The metal 3 layer:
(1 px per um)
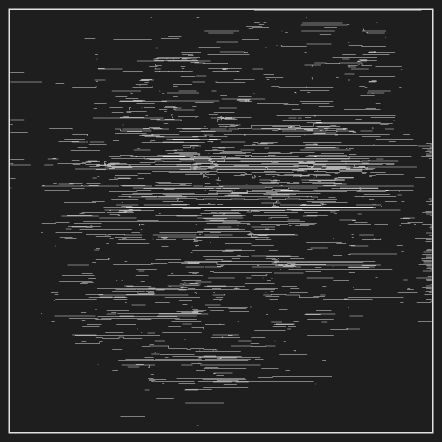
Signal wires on met2:
(1 px per um)
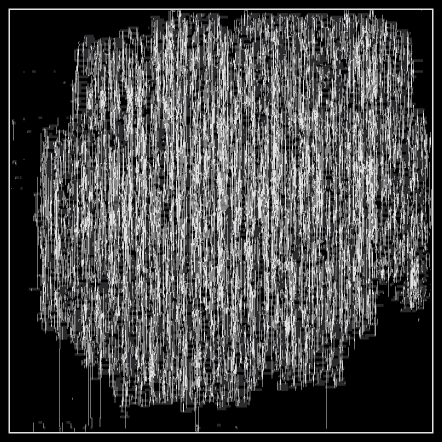
Routing congestion map:
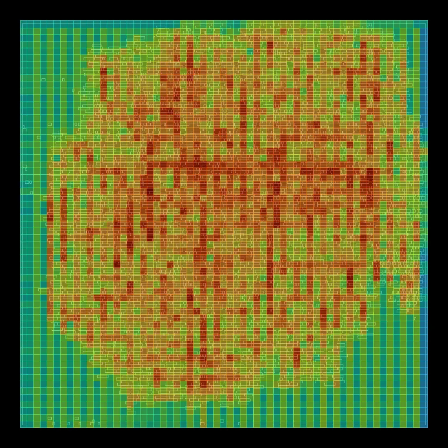
**src/rtl/player_pkg.sv**
```systemverilog
// Shared types for the frame player and its helpers.
//   player_state_t : playback FSM states
//   cx_sample_t    : default complex sample {im, re} at 16 bits per component
//   frame_last()   : true when an address is the last sample of its frame
package player_pkg;

  typedef enum logic [1:0] {
    IDLE  = 2'd0,
    RUN   = 2'd1,
    DRAIN = 2'd2,
    DONE  = 2'd3
  } player_state_t;

  localparam int DEF_WIDTH = 16;

  typedef logic [2*DEF_WIDTH-1:0] cx_sample_t;

  function automatic logic frame_last(input int unsigned addr, input int unsigned frame_len);
    return (addr % frame_len) == (frame_len - 32'd1);
  endfunction

endpackage

```
**src/rtl/axis_frame_player_chk.sv**
```systemverilog
// Simulation checks for the frame player output stream.
//   clk, rst              : clock and synchronous reset
//   tvalid/tready/tdata/tlast : observed AXI-Stream master signals
// Confirms the frame geometry and that a stalled beat is held unchanged.
module axis_frame_player_chk #(
  parameter int DW        = 32,
  parameter int DEPTH     = 64,
  parameter int FRAME_LEN = 64
) (
  input logic          clk,
  input logic          rst,
  input logic          tvalid,
  input logic          tready,
  input logic [DW-1:0] tdata,
  input logic          tlast
);

  logic          stall_q;
  logic [DW-1:0] data_q;
  logic          last_q;

  // Remember whether the previous cycle ended in a stall (reset excuses it).
  always_ff @(posedge clk) begin
    stall_q <= tvalid && !tready && !rst;
    data_q  <= tdata;
    last_q  <= tlast;
  end

  // After a stall the same beat must still be offered.
  always @(posedge clk) begin
    if (stall_q) begin
      assert (tvalid);
      assert (tdata == data_q);
      assert (tlast == last_q);
    end
    assert (DEPTH % FRAME_LEN == 0);
  end

endmodule

```
**src/rtl/sdp_ram.sv**
```systemverilog
// Simple dual-port RAM with one write port and one registered read port.
//   clk   : clock
//   we    : write strobe, waddr/wdata : write address/data
//   re    : read strobe, raddr : read address
//   rdata : read data, valid the cycle after re; holds when re is low
// Contents are never reset.
module sdp_ram #(
  parameter int WIDTH = 32,
  parameter int DEPTH = 64,
  parameter int AW    = $clog2(DEPTH)
) (
  input  logic             clk,
  input  logic             we,
  input  logic [AW-1:0]    waddr,
  input  logic [WIDTH-1:0] wdata,
  input  logic             re,
  input  logic [AW-1:0]    raddr,
  output logic [WIDTH-1:0] rdata
);

  logic [WIDTH-1:0] mem [DEPTH];

  // Write port and registered read port.
  always_ff @(posedge clk) begin
    if (we) begin
      mem[waddr] <= wdata;
    end
    if (re) begin
      rdata <= mem[raddr];
    end
  end

endmodule

```
**src/rtl/axis_frame_player.sv**
```systemverilog
// Preloadable AXI-Stream playback source.
//   clk, rst             : clock, synchronous active-high reset
//   wr_en/wr_addr/wr_data: RAM preload port, honoured only while idle
//   start                : pulse that begins playback (ignored while busy)
//   loop                 : sampled at start; wrap to address 0 after DEPTH-1
//   stop                 : pulse; playback ends at the next frame boundary
//   m_axis_tdata/tvalid/tready/tlast : output stream, tdata = {im, re}
//   busy                 : high from the accepted start until done
//   done                 : one-cycle pulse after the final tlast handshake
//   frame_cnt            : frames completed since the last start
module axis_frame_player
  import player_pkg::*;
#(
  parameter int WIDTH     = 16,
  parameter int DEPTH     = 64,
  parameter int FRAME_LEN = 64,
  parameter int CNT_WID   = 16,
  parameter int AW        = $clog2(DEPTH)
) (
  input  logic                 clk,
  input  logic                 rst,
  input  logic                 wr_en,
  input  logic [AW-1:0]        wr_addr,
  input  logic [2*WIDTH-1:0]   wr_data,
  input  logic                 start,
  input  logic                 loop,
  input  logic                 stop,
  output logic [2*WIDTH-1:0]   m_axis_tdata,
  output logic                 m_axis_tvalid,
  input  logic                 m_axis_tready,
  output logic                 m_axis_tlast,
  output logic                 busy,
  output logic                 done,
  output logic [CNT_WID-1:0]   frame_cnt
);

  localparam int DW = 2*WIDTH;

  player_state_t state;
  logic [AW-1:0] rd_ptr;
  logic          loop_q;
  logic          stop_req;
  logic          rd_vld;     // RAM output register holds an unbuffered sample
  logic          rd_last;
  logic [DW-1:0] ram_rdata;
  logic [DW-1:0] buf_data [2];
  logic          buf_last [2];
  logic          buf_rd;
  logic          buf_wr;
  logic [1:0]    buf_cnt;
  logic [1:0]    occ;
  logic          issue;
  logic          addr_last;
  logic          final_rd;
  logic          pop;
  logic          push;
  logic          drop;
  logic          drain_done;
  logic          ram_we;

  sdp_ram #(.WIDTH(DW), .DEPTH(DEPTH), .AW(AW)) u_ram (
    .clk   (clk),
    .we    (ram_we),
    .waddr (wr_addr),
    .wdata (wr_data),
    .re    (issue),
    .raddr (rd_ptr),
    .rdata (ram_rdata)
  );

  // Read issue, stream head selection and buffer bookkeeping.
  always_comb begin
    // Samples at the RAM output count as occupancy so the 2-entry buffer never overflows.
    occ       = buf_cnt + {1'b0, rd_vld};
    issue     = (state == RUN) && (occ < 2'd2);
    addr_last = frame_last(32'(rd_ptr), FRAME_LEN);
    final_rd  = issue && (((rd_ptr == AW'(DEPTH-1)) && !loop_q) ||
                          (addr_last && (stop_req || stop)));
    m_axis_tvalid = (buf_cnt != 2'd0) || rd_vld;
    // With an empty buffer the RAM output is presented directly; it is pushed
    // into the buffer if not taken, so the head stays put under a stall.
    if (buf_cnt != 2'd0) begin
      m_axis_tdata = buf_data[buf_rd];
      m_axis_tlast = buf_last[buf_rd];
    end else begin
      m_axis_tdata = ram_rdata;
      m_axis_tlast = rd_last;
    end
    pop        = m_axis_tvalid && m_axis_tready;
    drop       = pop && (buf_cnt != 2'd0);
    push       = rd_vld && !(pop && (buf_cnt == 2'd0));
    drain_done = (state == DRAIN) && (occ == {1'b0, pop});
    ram_we     = wr_en && (state == IDLE);
  end

  // Playback FSM with status outputs.
  always_ff @(posedge clk) begin
    if (rst) begin
      state     <= IDLE;
      busy      <= 1'b0;
      done      <= 1'b0;
      frame_cnt <= '0;
      rd_ptr    <= '0;
      loop_q    <= 1'b0;
      stop_req  <= 1'b0;
    end else begin
      done <= 1'b0;
      if (pop && m_axis_tlast) begin
        frame_cnt <= frame_cnt + CNT_WID'(1);
      end
      case (state)
        IDLE: begin
          if (start) begin
            state     <= RUN;
            busy      <= 1'b1;
            loop_q    <= loop;
            stop_req  <= 1'b0;
            frame_cnt <= '0;
            rd_ptr    <= '0;
          end
        end
        RUN: begin
          if (stop) begin
            stop_req <= 1'b1;
          end
          if (issue) begin
            rd_ptr <= (rd_ptr == AW'(DEPTH-1)) ? '0 : rd_ptr + AW'(1);
            if (final_rd) begin
              state <= DRAIN;
            end
          end
        end
        DRAIN: begin
          if (drain_done) begin
            state <= DONE;
            done  <= 1'b1;
            busy  <= 1'b0;
          end
        end
        DONE: begin
          state <= IDLE;
        end
        default: begin
          state <= IDLE;
        end
      endcase
    end
  end

  // RAM output stage and 2-entry output buffer.
  always_ff @(posedge clk) begin
    if (rst) begin
      rd_vld  <= 1'b0;
      rd_last <= 1'b0;
      buf_cnt <= 2'd0;
      buf_rd  <= 1'b0;
      buf_wr  <= 1'b0;
    end else begin
      rd_vld <= issue;
      if (issue) begin
        rd_last <= addr_last;
      end
      if (push) begin
        buf_data[buf_wr] <= ram_rdata;
        buf_last[buf_wr] <= rd_last;
        buf_wr           <= ~buf_wr;
      end
      if (drop) begin
        buf_rd <= ~buf_rd;
      end
      buf_cnt <= buf_cnt + {1'b0, push} - {1'b0, drop};
    end
  end

  axis_frame_player_chk #(.DW(DW), .DEPTH(DEPTH), .FRAME_LEN(FRAME_LEN)) u_chk (
    .clk    (clk),
    .rst    (rst),
    .tvalid (m_axis_tvalid),
    .tready (m_axis_tready),
    .tdata  (m_axis_tdata),
    .tlast  (m_axis_tlast)
  );

endmodule
```
**config.mk**
```make
export PLATFORM = sky130hd
export DESIGN_NAME = axis_frame_player
export DESIGN_NICKNAME = d
export VERILOG_FILES = /design/src/rtl/player_pkg.sv /design/src/rtl/axis_frame_player_chk.sv /design/src/rtl/sdp_ram.sv /design/src/rtl/axis_frame_player.sv
export SDC_FILE = /design/constraint.sdc
export NUM_CORES = 2
export LEC_CHECK = 0
export ABC_CLOCK_PERIOD_IN_PS = 3830
export CORE_MARGIN = 2
export CORE_UTILIZATION = 48
export CTS_CLUSTER_DIAMETER = 80
export DETAILED_ROUTE_END_ITERATION = 7
export HOLD_SLACK_MARGIN = 0.05
export PLACE_DENSITY = 0.67
export SLEW_MARGIN = 0
export SYNTH_ARGS = -nofsm -noshare
export SYNTH_HDL_FRONTEND = slang
export SYNTH_SLANG_ARGS = --single-unit
```
**constraint.sdc**
```tcl
create_clock -name clk -period 3.83 [get_ports clk]
set_clock_uncertainty 0.2 [all_clocks]
set_input_delay 0.383 -clock clk [delete_from_list [all_inputs] [get_ports clk]]
set_output_delay 0.383 -clock clk [all_outputs]
set_load 0.03 [all_outputs]
```
==> changes_impl.md <==
## Implementation

* Fin. Hold Viols at 0
* Most frequent cells in the layout: edfxtp_1, mux4_2, buf_4
* DRT iter0 DRCs at 5032
* Global-route wire length before repair at 299000 um
* HPWL after DPL at 127000 um
* Worst vdd ir at ~0.00055 V
* # rows at 153
* Total core area at about 170000 sq um
* Delay-heaviest family, CP: buffers and inverters
* Yosys warns at 0
* Crit path buffers/inverters at 2
* Post-CTS setup buffer count at 0
* Largest Pwr Group: sequential cells
* Sequential power at 27.1 mW
* Die W at 422 um
* Worst slew pin tran at 1.35 ns
* Synth area leader: edfxtp_1
* Main area contributors: edfxtp_1, mux4_2, mux2i_1
* Combinational power share at 12.3%
* Leakage at 29.1 nW
* Final hold slack at 0.0885 ns
* Most frequent logic cell in the layout: edfxtp_1
* Clock net power at about 20 mW
* RSZ-0062 raised after global routing: false
* Tot GR Track Use at 23.6%
* Syn Inst Count at 3835
* DR vias/cell at approximately 6.1
* CTS Root Cell: clkbuf_16
* First drt pass iteration count at 5
* Pre-CTS worst setup slack at 0.391 ns
* GRT overflow at 0
* Hold Crit Endpoint: u_ram.mem[17][21]
* Top-area cell type share of the netlist area at 76.9%
* Comb. pwr at 6.61 mW
* FF-to-FF setup slack at roughly 0.35 ns
* Finished Layout Cells at between 6k and 7k
* DRT antenna net count at 0
* Reg-to-reg endpoint: u_ram.rdata[11]
* Unique masters post-synth at 69
* Clock transition at the registers of the reported paths at 0.06 ns
* Syn avg cell area at 21.9 sq um
* NetSw at 13.0 mW
* M1 wire length at 82400 um
* Gpl congestion at 0.849
* Cells on worst reg2reg path at 7
* Port Buffers at ~96
* Most common cell in the netlist: edfxtp_1
* CTS sink cnt at 2181
* Antenna violations before repair at 8
* Setup crit start kind: register
* Worst path arrival time at 2.94 ns
* Net Sw Frac at approximately a quarter
* Finished Cell Area at 96600 sq um
* Worst-path fanout max at 29
* Syn nets at 3888
* Area growth, synth to finish at 15.2%
* Worst setup path endpoint: m_axis_tdata[25]
* Layout cells sized above 1 at 27.8%
* Register bit total from synthesis at approximately 2.2k
* Compound-Gate Fraction of Synth Area at 3.33%
* Fmax at 284 MHz
* Setup_tns at 0 ns
* Setup violators final at 0
* CP Cell Sequence: or2_4 -> buf_4 -> nor2_1 -> a21oi_1 -> clkdlybuf4s50_1
* GR peak layer: met2
* Die area at 178000 sq um
* Vias in the first global route at between 40k and 50k
* Mapped Area at 83800 sq um
* H-tree depth at 4
* Final #Nets at roughly 4.3k
* Pint at 40.8 mW
* Critical-path top delay cell: clkdlybuf4s50_1
* Run status: finished, final reports clean
* Io pins at 97
* Fin. max-slew vios at 0
* CP required at 3.25 ns
* Longest Clk Path Bufs at 3
* CP Depth at 5
* Tool warnings at 29
* Placed cells at between 6k and 7k
* Top cells by count: edfxtp_1, mux4_2, mux2i_1, nor2_1, o22ai_1
* Number of cells in Yosys stat at 3835
## Picture notes: 'the metal 3 layer'
- nets with wire on the layer: 566
- longest straight run: 270 um
- wire length on this layer: 22.6 mm
- main direction: horizontal
- share of all routed wire: 11%
met3 usage in global routing: 6.90%
via count: 41.4k

## Picture notes: 'signal wires on met2'
- main direction: vertical
- longest straight run: 196 um
- share of all routed wire: 47%
grt met2 use: 36.6%
Routed WL: 211000 um

## Picture notes: 'routing congestion map'
met1 Use GR: 32.1%
drt wl/cell: 31.4 um

## area by class of cell
cell class	count	area [sq um]
Antenna cell	1	2.50
Clock buffer	281	5680
Clock inverter	111	1000
Fill cell	12700	77100
Inverter	14	52.6
Multi-Input combinational cell	1424	17800
Sequential cell	2181	65200
Tap cell	2325	2910
Timing Repair Buffer	401	3980
## flip-flops by register name, indices dropped and copies added (netlist names), named ones only
register / cells
done: 1
buf_cnt: 2
u_ram.mem: 2048
stop_req: 1
loop_q: 1
busy: 1
buf_rd: 1
u_ram.rdata: 32
buf_wr: 1
state: 2
rd_ptr: 6
buf_last: 2
frame_cnt: 16
buf_data: 64
rd_last: 1
rd_vld: 1
Power and IR drop assume default switching activity.
